[src/rtl/led_bar_sequencer.sv]
// LED bar fill sequencer: ramps a 0-4 nibble fill level toward a latched target
// one step per tick, with an alarm-driven blink sequence that preempts ramping.
module led_bar_sequencer #(
    parameter int BLINK_TICKS = 6
) (
    input  logic        clk,
    input  logic        rst_n,
    input  logic        tick,
    input  logic [2:0]  target,
    input  logic        load,
    input  logic        alarm,
    output logic [15:0] led,
    output logic [2:0]  level,
    output logic        busy,
    output logic [1:0]  state_dbg
);

    localparam int CW = $clog2(BLINK_TICKS) + 1;
    localparam logic [CW-1:0] LAST_CNT = CW'(BLINK_TICKS - 1);

    typedef enum logic [1:0] {
        IDLE  = 2'd0,
        RAMP  = 2'd1,
        BLINK = 2'd2
    } state_t;

    state_t          state, state_n;
    logic [2:0]      level_n, target_q, target_q_n, tgt_sat;
    logic [CW-1:0]   blink_cnt, blink_cnt_n;
    logic            phase, phase_n;
    logic [15:0]     led_n;
    logic            busy_n;

    function automatic logic [15:0] fill(input logic [2:0] lv);
        case (lv)
            3'd0:    fill = 16'h0000;
            3'd1:    fill = 16'h000F;
            3'd2:    fill = 16'h00FF;
            3'd3:    fill = 16'h0FFF;
            default: fill = 16'hFFFF;
        endcase
    endfunction

    assign tgt_sat   = (target > 3'd4) ? 3'd4 : target;
    assign state_dbg = state;

    always_comb begin
        state_n     = state;
        level_n     = level;
        target_q_n  = target_q;
        blink_cnt_n = blink_cnt;
        phase_n     = phase;

        if (load) target_q_n = tgt_sat;

        if (alarm) begin
            state_n     = BLINK;
            blink_cnt_n = '0;
            phase_n     = 1'b1;
        end else begin
            case (state)
                IDLE: begin
                    if (load && (tgt_sat != level)) state_n = RAMP;
                end
                RAMP: begin
                    // A same-cycle load retargets before the step is taken.
                    if (target_q_n == level) begin
                        state_n = IDLE;
                    end else if (tick) begin
                        level_n = (target_q_n > level) ? level + 3'd1 : level - 3'd1;
                        if (level_n == target_q_n) state_n = IDLE;
                    end
                end
                BLINK: begin
                    if (tick) begin
                        phase_n     = ~phase;
                        blink_cnt_n = blink_cnt + 1'b1;
                        if (blink_cnt == LAST_CNT) begin
                            state_n     = (target_q_n != level) ? RAMP : IDLE;
                            blink_cnt_n = '0;
                            phase_n     = 1'b0;
                        end
                    end
                end
                default: state_n = IDLE;
            endcase
        end

        led_n  = (state_n == BLINK) ? (phase_n ? 16'hFFFF : 16'h0000) : fill(level_n);
        busy_n = (state_n != IDLE);
    end

    always_ff @(posedge clk or negedge rst_n) begin
        if (!rst_n) begin
            state     <= IDLE;
            level     <= 3'd0;
            target_q  <= 3'd0;
            blink_cnt <= '0;
            phase     <= 1'b0;
            led       <= 16'h0000;
            busy      <= 1'b0;
        end else begin
            state     <= state_n;
            level     <= level_n;
            target_q  <= target_q_n;
            blink_cnt <= blink_cnt_n;
            phase     <= phase_n;
            led       <= led_n;
            busy      <= busy_n;
        end
    end

endmodule

[config.mk]
export PLATFORM = sky130hd
export DESIGN_NAME = led_bar_sequencer
export DESIGN_NICKNAME = d
export VERILOG_FILES = /design/src/rtl/led_bar_sequencer.sv
export SDC_FILE = /design/constraint.sdc
export NUM_CORES = 1
export LEC_CHECK = 0
export CAP_MARGIN = 25
export CORE_ASPECT_RATIO = 0.9
export CORE_MARGIN = 4
export CORE_UTILIZATION = 50
export DETAILED_ROUTE_END_ITERATION = 7
export GPL_ROUTABILITY_DRIVEN = 0
export GPL_TIMING_DRIVEN = 0
export PLACE_DENSITY = 0.78
export SLEW_MARGIN = 40
export SYNTH_ARGS = -nofsm -noshare
export SYNTH_HDL_FRONTEND = slang
export SYNTH_SLANG_ARGS = --single-unit
export TNS_END_PERCENT = 5
[constraint.sdc]
create_clock -name clk -period 4.01 [get_ports clk]
set_input_delay 0.802 -clock clk [delete_from_list [all_inputs] [get_ports clk]]
set_output_delay 0.802 -clock clk [all_outputs]
set_load 0.05 [all_outputs]
==> images/metal_density.png <==
Bar = 20 um. The die is cut into 12 by 11 equal tiles; dark purple is low, yellow is high, scaled to the fullest tile. Values are wire area over tile area, all layers added.
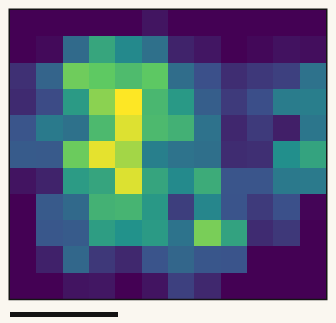
24% of the tiles are over half the peak. The fullest tile reaches 0.46. The densest ninth of the die: centre. 21% of the tiles are nearly empty.

==> images/placement_by_type.png <==
Bar = 20 um.
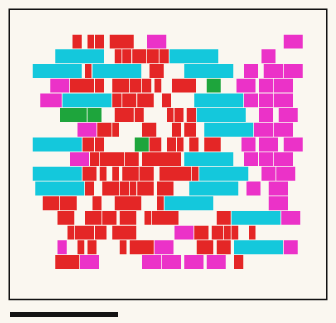
Key: sequential cells = cyan [cells 18, share of their area 31%]; combinational and other logic = red [cells 85, share of their area 41%]; clock drivers and dummy loads = green [cells 4, share of their area 2.5%]; remaining buffers and delay cells = magenta [cells 41, share of their area 26%]

==> images/sizes.png <==
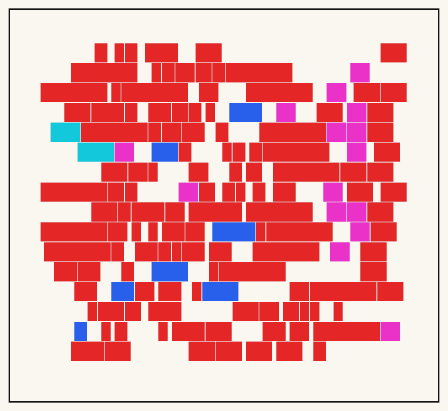
Key: _0 and _1 cells = red [cells 124, share 84%]; _3 and _4 cells = magenta [cells 15, share 10%]; _2 cells = blue [cells 7, share 4.7%]; _6 and larger = cyan [cells 2, share 1.4%]

==> run_results.csv <==
group,metric,value,unit
status,status,"completed",
worst_setup_path,cp_slowest_cell,"clkdlybuf4s50_1",
synthesis,top_cells_by_count,"dfrtp_1 (18), buf_4 (12), inv_1 (10), o21ai_0 (7)",
clock_tree,cts_num_sinks,18,
synthesis,yosys_warnings,0,
synthesis,ys_area,0.001147,mm^2
synthesis,ys.flops,18,
synthesis,yosysTopAreaCell,"dfrtp_1",
grt,antenna_found_initial,0,
grt,grt_overflow,0,
worst_setup_path,cp_slowest_stage_delay,0.52,ns
placement,dp_hpwl,2055,um
synthesis,synth_seq_share,39.26,%
synthesis,synth-main-ff-cell,"dfrtp_1",
min_path,holdCritPathClass,"in2async",
floorplan,rows,16,
power,max-vdd-ir-drop,0.3157,mV
final_timing,slew_headroom,65.23,%
floorplan,ios,30,
routing,detail-route-antenna-nets,0,
final_timing,fin_setup_tns,0,ns
floorplan,coreArea,0.002182,mm^2
clock_tree,cts_tree,"yes",
worst_setup_path,end_kind,"flop",
finish,final_layout_size_suffix_gt1_share,16.22,%
power,leakagePower,0.6303,nW
worst_setup_path,crit_fanout,6,
final_timing,skew,0.007411,ns
final_timing,rsz0062_at_grt,"no",
routing,wirelength,2548,um
clock_tree,cts_setup_buffers,0,
finish,fin_area,0.001493,mm^2
final_timing,clock.fmax,0.2712,GHz
floorplan,chipArea,0.003126,mm^2
final_timing,tightest_slew,0.5161,ns
synthesis,synth.distinct_cells,37,
worst_setup_path,crit_chain,"clkdlybuf4s50_1 > o21ai_0 > ha_1 > and3_1 > a21oi_2 > fa_1 > xnor2_1 > nor4b_1 > a31oi_1",
==> images/congestion.png <==
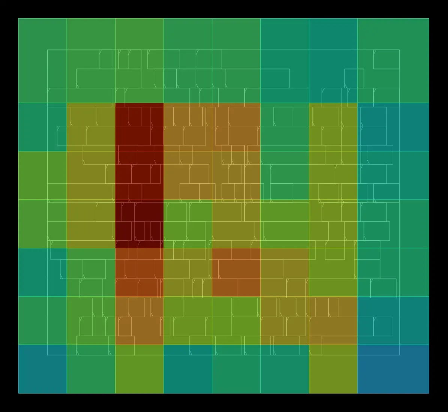
Total GRT Usage: 18.43%
final core occ: 68.41%
WL/cell: 14.56 um
GRT Max-Usage Layer: met2

==> images/io_fan.png <==
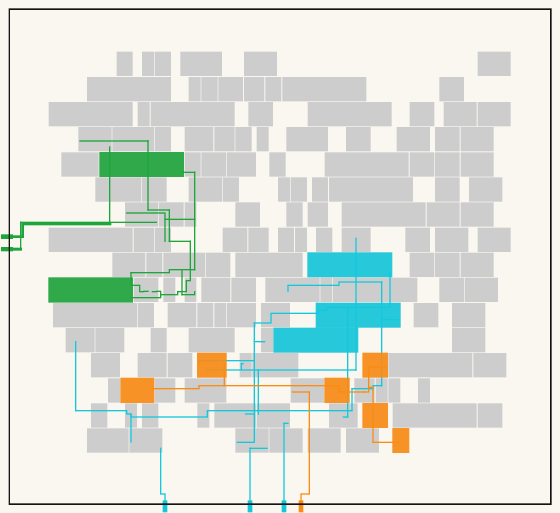
Key: `level` = cyan [bits 3, direction output, end cells 3, buffers 3, wire 186 um]; `load` = orange [bits 1, direction input, end cells 6, buffers 1, wire 55.1 um]; `state_dbg` = green [bits 2, direction output, end cells 2, buffers 2, wire 113 um]

-- layout make-up --
type | instances | area, um^2
Fill cell | 177 | 689.4
Clock buffer | 4 | 36.28
Buffer | 13 | 101.3
Timing Repair Buffer | 28 | 275.3
Sequential cell | 18 | 450.4
Tap cell | 27 | 33.78
Multi-Input combinational cell | 75 | 558.0
Inverter | 10 | 37.54
-- sequential cells by signal (all words and copies together), names as in the netlist --
signal / count
state_dbg: 2
busy: 1
target_q: 3
blink_cnt: 4
led: 4
level: 3
phase: 1
-- kinds of logic after synthesis --
kind of cell,Yosys count,synth area share [%]
buffers and inverters,23,12.11
AND-OR/OR-AND,24,13.41
XOR/XNOR,8,6.762
multiplexers,3,3.272
flip-flops,18,39.26
AND/OR/NAND/NOR,34,17.99
adder cells (fa/ha/maj),6,7.197
-- worst paths after layout --
| path | cells after the start | from | to |
|---|---|---|---|
| worst min-delay path | 1 | rst_n | target_q[2] |
| max in group asynchronous | 1 | rst_n | target_q[0] |
| min in group clk | 1 | blink_cnt[3] | blink_cnt[3] |
| worst max register to register | 9 | target_q[1] | busy |
| worst min register to register | 1 | blink_cnt[3] | blink_cnt[3] |
| worst max-delay path | 9 | load | busy |
-- worst reg2reg max path, stage by stage, from the launching register on --
cell	delay, ns
dfrtp_1	0.34
inv_1	0.04
o21ai_0	0.43
ha_1	0.35
and3_1	0.23
a21oi_2	0.24
fa_1	0.52
xnor2_1	0.16
nor4b_1	0.41
a31oi_1	0.14
-- per-layer routing --
metal | GRT usage, % | vias to the layer above | part of all wire, %
met5 | 0 | - | 0
met4 | 6.950 | 0 | 2.8
met3 | 5.122 | 11 | 7.3
met2 | 31.78 | 32 | 48
met1 | 21.70 | 482 | 42
li1 | - | 458 | -
-- cell usage in the layout, fill, tap and decap left out, drive strengths merged --
cell,synthesis,layout
clkdlybuf4s50,0,27
dfrtp,18,18
buf,13,14
inv,10,10
o21ai,8,8
a21oi,7,7
nand3b,6,6
nand2,5,5
ha,5,5
xnor2,5,5
nand3,4,4
nor2,4,4
clkbuf,0,4
xor2,3,3
nor3,3,3
mux2i,3,3
nor3b,2,2
nand4b,2,2
nand2b,2,2
a31oi,2,2
o21a,1,1
and3,1,1
and4bb,1,1
and2b,1,1
a211o,1,1
nor4,1,1
o311ai,1,1
o32ai,1,1
nor4b,1,1
a21boi,1,1
o211ai,1,1
nor2b,1,1
o31ai,1,1
fa,1,1
-- metrics by stage --
step           power (W)  setup WS, ns  hold WS [ns]  std cells
2_1_floorplan  0.0003129        0.9853        0.4494        116
3_3_place_gp   0.0003584        0.1221        0.4809        171
3_5_place_dp   0.0003646       0.03104        0.4937        171
4_1_cts        0.0004754        0.3455        0.5143        175
5_1_grt        0.0004952       0.03988        0.4203        175
6_report       0.0004705        0.3233        0.4067        175
-- power by group --
part / switching (W) / internal [W]
logic: 0.0000959 / 0.0000649
registers: 0.00000803 / 0.000191
clock network: 0.0000558 / 0.0000554
Power and IR drop assume default switching activity.
